<file path="config.mk">
export PLATFORM = sky130hd
export DESIGN_NAME = pwm_timer
export DESIGN_NICKNAME = d
export VERILOG_FILES = /design/src/rtl/timer_pkg.sv /design/src/rtl/edge_detect_rise.sv /design/src/rtl/pwm_timer.sv
export SDC_FILE = /design/constraint.sdc
export NUM_CORES = 1
export LEC_CHECK = 0
export CELL_PAD_IN_SITES_DETAIL_PLACEMENT = 1
export CELL_PAD_IN_SITES_GLOBAL_PLACEMENT = 1
export CORE_ASPECT_RATIO = 0.6
export CORE_UTILIZATION = 39
export DETAILED_ROUTE_END_ITERATION = 12
export HOLD_SLACK_MARGIN = 0.03
export PLACE_DENSITY_LB_ADDON = 0.2
export RECOVER_POWER = 25
export SETUP_SLACK_MARGIN = 0.4
export SYNTH_ARGS = -nofsm -noshare
export SYNTH_HDL_FRONTEND = slang
export SYNTH_HIERARCHICAL = 1
export SYNTH_SLANG_ARGS = --single-unit
export TNS_END_PERCENT = 10
</file>
<file path="constraint.sdc">
create_clock -name clk -period 2.06 [get_ports clk]
set_input_delay 0.206 -clock clk [delete_from_list [all_inputs] [get_ports clk]]
set_output_delay 0.206 -clock clk [all_outputs]
set_load 0.03 [all_outputs]
</file>
<file path="src/rtl/timer_pkg.sv">
// Shared definitions for the timer family: state encoding and default width.
package timer_pkg;

  // Matches the prescaler divider width.
  localparam int TIMER_WIDTH = 16;

  typedef enum logic [1:0] {
    IDLE = 2'd0,
    RUN  = 2'd1,
    DONE = 2'd2
  } timer_state_e;

endpackage

</file>
<file path="src/rtl/edge_detect_rise.sv">
// Single-cycle pulse on each rising edge of a signal already registered in the clk domain.
// The history register resets to 1, so an input that is high as reset releases
// does not produce a pulse until it falls and rises again.
module edge_detect_rise (
  input  logic clk,
  input  logic rst,
  input  logic in,
  output logic pulse
);

  logic in_d;

  // Delayed copy of the input, refreshed every cycle.
  always_ff @(posedge clk) begin
    if (rst) in_d <= 1'b1;
    else     in_d <= in;
  end

  assign pulse = in & ~in_d;

endmodule

</file>
<file path="src/rtl/pwm_timer.sv">
// PWM timer driven by rising edges of the prescaler slow_clk.
// Up-counter 0..period_sh with shadowed period/compare (reloaded only at wrap
// or on arming), a registered PWM output, a sticky overflow flag and an
// optional one-shot mode that parks in DONE until en is dropped.
module pwm_timer
  import timer_pkg::*;
#(
  parameter int WIDTH = TIMER_WIDTH
) (
  input  logic             clk,
  input  logic             rst,
  input  logic             slow_clk,
  input  logic             en,
  input  logic             one_shot,
  input  logic [WIDTH-1:0] period,
  input  logic [WIDTH-1:0] compare,
  input  logic             pol,
  input  logic             irq_clr,
  output logic [WIDTH-1:0] count,
  output logic             pwm_out,
  output logic             ovf_flag,
  output logic             busy
);

  timer_state_e     state;
  timer_state_e     state_next;
  logic             tick;
  logic             wrap;
  logic             ovf_set;
  logic [WIDTH-1:0] period_sh;
  logic [WIDTH-1:0] compare_sh;

  edge_detect_rise u_edge (
    .clk   (clk),
    .rst   (rst),
    .in    (slow_clk),
    .pulse (tick)
  );

  // A wrap only counts while running and still enabled; dropping en wins.
  assign wrap    = tick & (count == period_sh);
  assign ovf_set = (state == RUN) & en & wrap;
  assign busy    = (state == RUN);

  // State register.
  always_ff @(posedge clk) begin
    if (rst) state <= IDLE;
    else     state <= state_next;
  end

  // Next-state logic.
  always_comb begin
    state_next = state;
    case (state)
      IDLE: if (en) state_next = RUN;
      RUN: begin
        if (!en)                  state_next = IDLE;
        else if (wrap && one_shot) state_next = DONE;
      end
      DONE: if (!en) state_next = IDLE;
      default: state_next = IDLE;
    endcase
  end

  // Counter and shadow registers; shadows load on arming and on every wrap.
  always_ff @(posedge clk) begin
    if (rst) begin
      count      <= '0;
      period_sh  <= '0;
      compare_sh <= '0;
    end else begin
      case (state)
        RUN: begin
          if (!en) begin
            count <= '0;
          end else if (wrap) begin
            count      <= '0;
            period_sh  <= period;
            compare_sh <= compare;
          end else if (tick) begin
            count <= count + WIDTH'(1);
          end
        end
        IDLE: begin
          count <= '0;
          if (en) begin
            period_sh  <= period;
            compare_sh <= compare;
          end
        end
        default: count <= '0;
      endcase
    end
  end

  // Sticky overflow flag: a set on the same edge as a clear wins.
  always_ff @(posedge clk) begin
    if (rst)          ovf_flag <= 1'b0;
    else if (ovf_set) ovf_flag <= 1'b1;
    else if (irq_clr) ovf_flag <= 1'b0;
  end

  // Registered PWM compare; outside RUN it rests at the inactive level (pol).
  always_ff @(posedge clk) begin
    if (rst) pwm_out <= 1'b0;
    else     pwm_out <= ((state == RUN) & (count < compare_sh)) ^ pol;
  end

endmodule

</file>
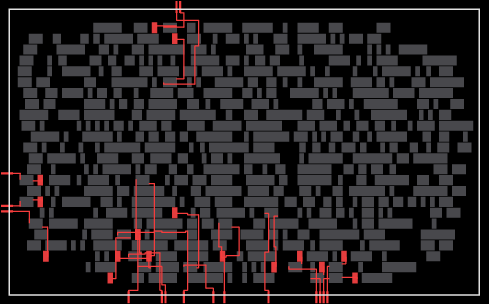
Fig. 1. Wires at chosen ports, followed through buffers.
Scale: 4 px per um.
period: shown in red, bits 16, direction input, end cells 16, buffers 16, wire 385 um.
number of buffers added on ports: 57
I/O pin count: 58

==> flow_metrics.tcl <==
# yosys + openroad results
set metrics [dict create \
    status "finished, final reports clean" \
    clockRootBuffer "sky130_fd_sc_hd__clkbuf_16" \
    first_pass_detailed_route_iteration_total 4 \
    fin_worst_hold_slack_ps 469 \
    hold_path_depth 1 \
    stdcell_count 538 \
    final_period_minus_worst_setup_slack_ps 2040 \
    cp-end-kind "register" \
    drc_errors 0 \
    grt_start_max_net_pins 22 \
    routedWlPerCell_um 21.5 \
    yosys.area_share.simple_pct 23.4 \
    first_global_vias 3164 \
    timing.final.max_slew_violations 0 \
    max_cap_violations 0 \
    leakage_nw 1.66 \
    ys_sh_aoi_pct 20.1 \
    drtIter0Drc 158 \
    cell_with_the_most_instances_on_the_worst_path "sky130_fd_sc_hd__buf_4" \
    num-fill-cells 827 \
    detail-route-antenna-nets 0 \
    final_util_pct 60.6 \
    report.final.setup_viol 0 \
    synth_area_per_cell_um2 8.77 \
    cts_htree_levels 2 \
    non_clock_inverter_count 18 \
    p_int_mw 1.89 \
    endpoint "compare_sh[10]" \
    worst_hold_startpoint "state[1]" \
    globalRouteOverflowTotal 0 \
    tool_warnings 29 \
    crit-reg2reg-capture "compare_sh[10]" \
    fraction_of_final_layout_cells_sized_beyond_drive_strength_1_pct 30.0 \
    clockBufferCount 5 \
    reg2regPathDepth 8 \
    num_vias 3035 \
    final_hold_viol_count 0 \
    num-nets-final 488 \
    wirelength_mm 11.6 \
    hp-class "reg -> reg" \
    async_s_r_ff_share_synth_pct 0 \
    grt_first_pass_wirelength_mm 16.9 \
    worst_path_dominant_cell_family "buffers and inverters" \
    critical_path.startpoint_type "register" \
    layout_top_cell_excl_fill_tap "sky130_fd_sc_hd__nand2_1" \
    tritoncts.num_buffers 5 \
    areaGrowthSynthToFinish_pct 46.1 \
    swShare_pct 27.7 \
    maxClockFrequency_ghz 0.491 \
    power_frac_seq_pct 42.4 \
    critPathLaunch "count[15]" \
    clkSinkCount 53 \
    antenna_found_initial 0 \
    worstSetupPathDepth 8 \
    initial_utilization_pct 41.5 \
    cts-resized-gates 12 \
    grt_setup_unrepaired "yes" \
    synth_cell_type_count 46 \
    sequential_cell_total 53 \
]
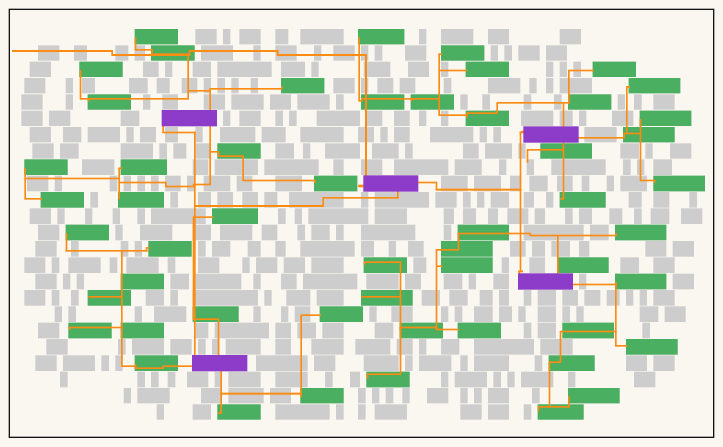
Fig. 2. Clock wires, drivers and flops.
Scale: 6 px per um.
clock drivers: shown in purple, count 5. flip-flops: shown in green, count 53. clock wires: shown in orange, length 780 um.
Position of the flops: widely spread. There are 6 routed clock nets.
insertion delay to the later sink of the worst-skew pair: 300 ps
worst clock skew: 7.10 ps
share of power burned in the clock network: 37.9%
power attributed to the clock group: 0.990 mW

## synth_stat cells, types with 2 or more instances
master,instances,area (um^2)
sky130_fd_sc_hd__buf_6,6,67.6
sky130_fd_sc_hd__dfxtp_1,53,1060
sky130_fd_sc_hd__nor2_1,26,97.6
sky130_fd_sc_hd__o221ai_1,2,17.5
sky130_fd_sc_hd__nor2b_1,2,12.5
sky130_fd_sc_hd__and3_1,3,18.8
sky130_fd_sc_hd__ha_1,16,200
sky130_fd_sc_hd__nand2b_1,2,12.5
sky130_fd_sc_hd__xnor2_1,16,140
sky130_fd_sc_hd__inv_1,18,67.6
sky130_fd_sc_hd__nand2_1,102,383
sky130_fd_sc_hd__clkbuf_1,9,33.8
sky130_fd_sc_hd__nand3_1,11,55.1
sky130_fd_sc_hd__nand4_1,7,43.8
sky130_fd_sc_hd__a211oi_1,2,15.0
sky130_fd_sc_hd__o211ai_1,5,37.5
sky130_fd_sc_hd__o221ai_2,27,405
sky130_fd_sc_hd__xor2_1,15,131
sky130_fd_sc_hd__o211ai_2,3,37.5
sky130_fd_sc_hd__a21oi_1,3,15.0
## routing by layer
metal / global-route usage [%] / vias to the layer above
met5: 0 / -
met1: 37.6 / 1497
met4: 9.70 / 0
met3: 5.74 / 22
met2: 42.8 / 125
li1: - / 1391
## per-stage QoR
step                      setup TNS [ps]  cell area (um^2)
after detailed placement               0              4120
after global placement                 0              4120
final                                  0              4530
after floorplan                        0              3310
after CTS                              0              4380
after global routing               -87.9              4530
## logic make-up after synthesis
kind of cell	Yosys count
buf+inv	36
flops	53
mux	2
xor+xnor	31
compound gates	52
fa+ha+maj	16
simple gates	164
## sequential cells by signal, summed over array words and instances, names as in the netlist
register	count
state	2
ovf_flag	1
u_edge/in_d	1
period_sh	16
pwm_out	1
count	16
compare_sh	16
Power figures rest on the tool's default switching activity, not on a simulated workload.
